cell_classes.png
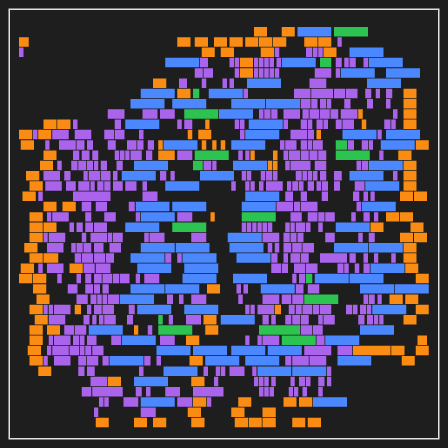
registers.png
Other sequential cells in the stronger gray, the rest of the logic in the fainter gray.
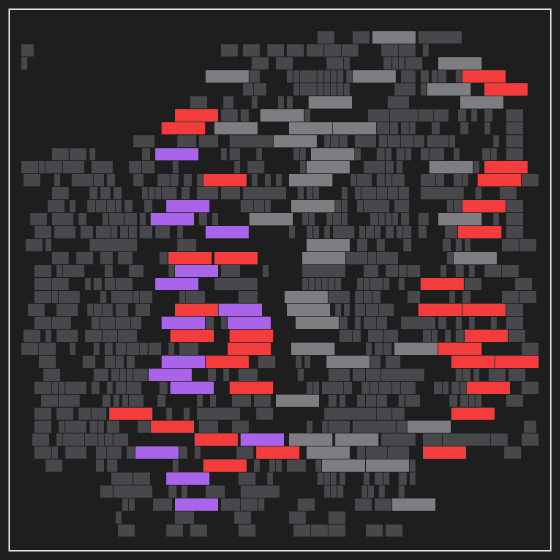
density.png
The die is cut into 11 by 11 equal tiles; black is low, pale yellow is high, 0 to 100% covered.
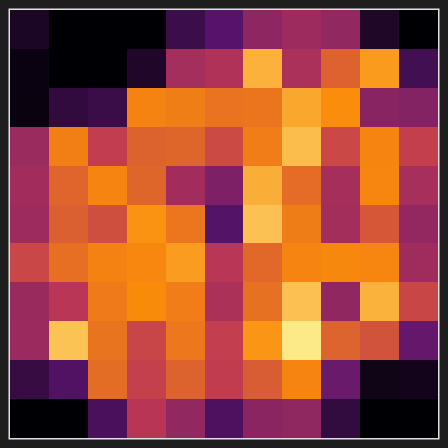
drive_strength.png
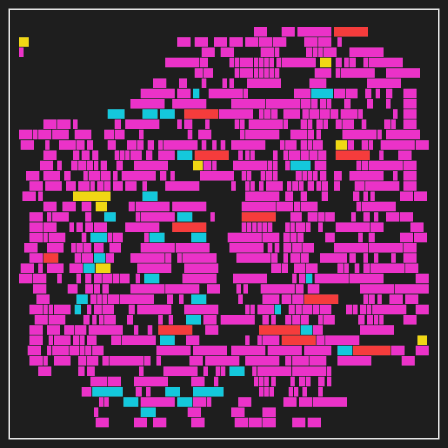
final_congestion.png
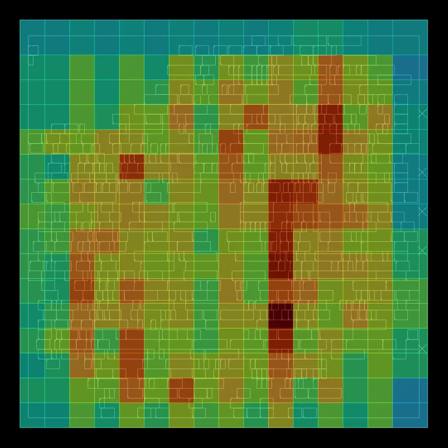
==> config.mk <==
export PLATFORM = sky130hd
export DESIGN_NAME = pipeline2_sub_flat
export DESIGN_NICKNAME = d
export VERILOG_FILES = /design/src/rtl/pipeline2_sub_if.sv /design/src/rtl/pipeline2_sub.sv /design/src/flat_wrapper.sv
export SDC_FILE = /design/constraint.sdc
export NUM_CORES = 1
export LEC_CHECK = 0
export CAP_MARGIN = 30
export CORE_MARGIN = 2
export CORE_UTILIZATION = 40
export DETAILED_ROUTE_END_ITERATION = 7
export GPL_TIMING_DRIVEN = 0
export PLACE_DENSITY = 0.66
export SYNTH_ARGS = -nofsm -noshare
export SYNTH_HDL_FRONTEND = slang
export SYNTH_SLANG_ARGS = --single-unit
==> constraint.sdc <==
create_clock -name clk -period 2.8 [get_ports clk]
set_clock_uncertainty 0.15 [all_clocks]
set_input_delay 0.56 -clock clk [delete_from_list [all_inputs] [get_ports clk]]
set_output_delay 0.56 -clock clk [all_outputs]
set_load 0.05 [all_outputs]
==> impl_metrics.py <==
# Synthesis and PnR figures
metrics = {
    "logic_synthesis": {
        "synth_nets": 626,
        "async_reset_ff_share_pct": 100,
        "yosysChipArea_sq_um": 4770,
        "synth_seq_share_pct": 44.1,
        "synthAdderAreaFrac_pct": 9.55,
        "flop_cell": "dfrtp_1",
        "yosysUniqueCellTypes": 51,
        "aoi_share_pct": 18.2,
        "xor_area_share_pct": 3.49,
        "netlist_instances": 523,
        "synthMuxAreaShare_pct": 4.01,
    },
    "worst_setup_path": {
        "r2r_slack_ns": 0.25,
        "critPathMaxStageDelay_ns": 0.45,
        "crit_arrival_ns": 2.86,
        "crit_path_end_kind": "flip-flop",
        "required_ns": 2.89,
        "cp_num_buf_inv": 3,
        "cp_top_family": "AND-OR/OR-AND gates",
        "path_class": "in2reg",
    },
    "outcome": {
        "outcome": "complete, but fails checks",
        "violations": "DRC",
    },
    "detailed_routing": {
        "wl_met3_um": 656,
        "wl_met2_um": 5480,
        "initialDrtViolationCount": 167,
        "drcViolationCount": 5,
        "via_per_inst": 5.03,
        "drt_pass1_iterations": 6,
    },
    "placement": {
        "pre_cts_ws_ns": -0.363,
        "place_congestion": 0.889,
        "port_buffers": 103,
        "dp_hpwl_um": 8890,
    },
    "global_route": {
        "grt_pass1_wl_um": 19200,
        "gr-usage-met2_pct": 32.3,
        "grt_pass1_vias": 4095,
        "antenna_found_initial": 0,
    },
    "timing": {
        "fmax_mhz": 361,
        "rsz0062_at_grt": "true",
        "fin_crit_sh_pct": 98.9,
        "period_needed_ns": 2.77,
        "setup_viol": 0,
        "hold_ws_ns": 0.328,
    },
    "die": {
        "chipWidth_um": 113,
        "pin_count": 105,
        "tap_cells": 143,
    },
    "final_layout": {
        "clk_share_pct": 4.65,
        "comb_share_pct": 38.1,
        "nMultiInputCombCells": 372,
        "nFillCells": 1080,
        "combGateArea_sq_um": 2410,
        "largest_class": "multi-input combinational cells",
    },
    "cts": {
        "numCtsBuffers": 9,
        "clk_path_buf_depth": 2,
        "clk_pin_slew_ns": 0.06,
        "cts_setup_buffers": 0,
    },
    "worst_hold_path": {
        "worstHoldPathType": "reg2reg",
    },
    "run": {
        "warning_count": 27,
    },
}
Back to the opening pictures, cell_classes.png:
legend:
  purple:
    class: all other logic
    cells: 419
    share_of_their_area: 42%
  blue:
    class: flip-flops
    cells: 84
    share_of_their_area: 34%
  orange:
    class: other buffers and delay cells
    cells: 125
    share_of_their_area: 19%
  green:
    class: clock drivers and dummy loads
    cells: 16
    share_of_their_area: 4.8%
design area: 6320 sq um
FP Rows: 39
final core occ: 54.9%
Core Region: 11,500 sq um

Back to the opening pictures, registers.png:
legend:
  red:
    name_in_the_netlist: u_core.bus.diff
    flops: 32
  purple:
    name_in_the_netlist: u_core.lo_diff
    flops: 16
not colored: 36
Flop area: 2100 sq um
Seq power: 1670 uW
Seq area share: 33.2%

Back to the opening pictures, density.png:
mean over tiles: 48%
emptiest ninth of the die: north-west
nearly empty tiles: 8.3%
tiles over 75% full: 12%
fullest tile: 96%
fp util: 41.4%

Back to the opening pictures, drive_strength.png:
legend:
  yellow:
    size: drive 3 to 4
    cells: 8
    share: 1.2%
  magenta:
    size: drive 1 or less
    cells: 592
    share: 92%
  cyan:
    size: drive 2
    cells: 32
    share: 5.0%
  red:
    size: drive 6 and up
    cells: 12
    share: 1.9%
worst setup margin: 0.0310 ns
Signal buffers: 125
Area Overhead vs Synth: 32.6%

Back to the opening pictures, final_congestion.png:
met3 GRT Util: 4.61%
global routing's busiest layer: met2
Routed WL per cell: 14.3 um
met1 GRT Util: 22.9%

[report_power, final]
part / leakage, uW / internal [uW] / switching (uW) / total (uW)
registers: 0.00102 / 1510 / 160 / 1670
clock network: 0.000142 / 690 / 468 / 1160
logic: 0.00176 / 848 / 1390 / 2240
total: 0.00292 / 3050 / 2020 / 5070
[worst reg2reg max path: cells and delay by family (launching register included)]
kind / cells / cell delay, ns
buffers and inverters: 1 / 0.09
AND/OR/NAND/NOR: 2 / 0.32
adder cells (fa/ha/maj): 2 / 0.67
AND-OR/OR-AND: 4 / 0.83
flip-flops: 1 / 0.41
[layout by cell type, fill, tap and decap left out, types with 3 or more instances in the layout]
cell type and count:
nor3_1 7, nand3_1 6, nand4_1 5, o21bai_1 4, o21ai_0 46, nand2_1 112, mux2_2 17, nand2b_1 8
xnor2_1 8, clkdlybuf4s50_1 102, dfrtp_1 84, ha_1 30, clkbuf_16 9, nor2_1 14, a31oi_1 6, a21o_1 6
o21a_1 7, o211ai_1 3, o21ai_1 7, nor2b_1 4, a21oi_1 27, a211oi_1 4, inv_1 47, clkbuf_1 13
a21oi_2 4, xor2_1 11, o31ai_1 7, buf_1 3
[metrics by stage]
step | instances | area, sq um | total power, uW | setup TNS (ns)
after floorplan | 523 | 4770 | 3170 | 0
after detailed placement | 770 | 6000 | 3940 | -2.43
after global placement | 769 | 5980 | 3870 | -159.17
after CTS | 787 | 6310 | 5110 | 0
final | 787 | 6320 | 5070 | 0
after global routing | 787 | 6320 | 5370 | -0.173
[timing repair]
action,4_1_cts,5_1_grt
gates resized,1,4
pin swaps,1,1
hold buffers,1,0
setup endpoints to repair,1,6
hold endpoints to repair,25,0
Power figures rest on the tool's default switching activity, not on a simulated workload.
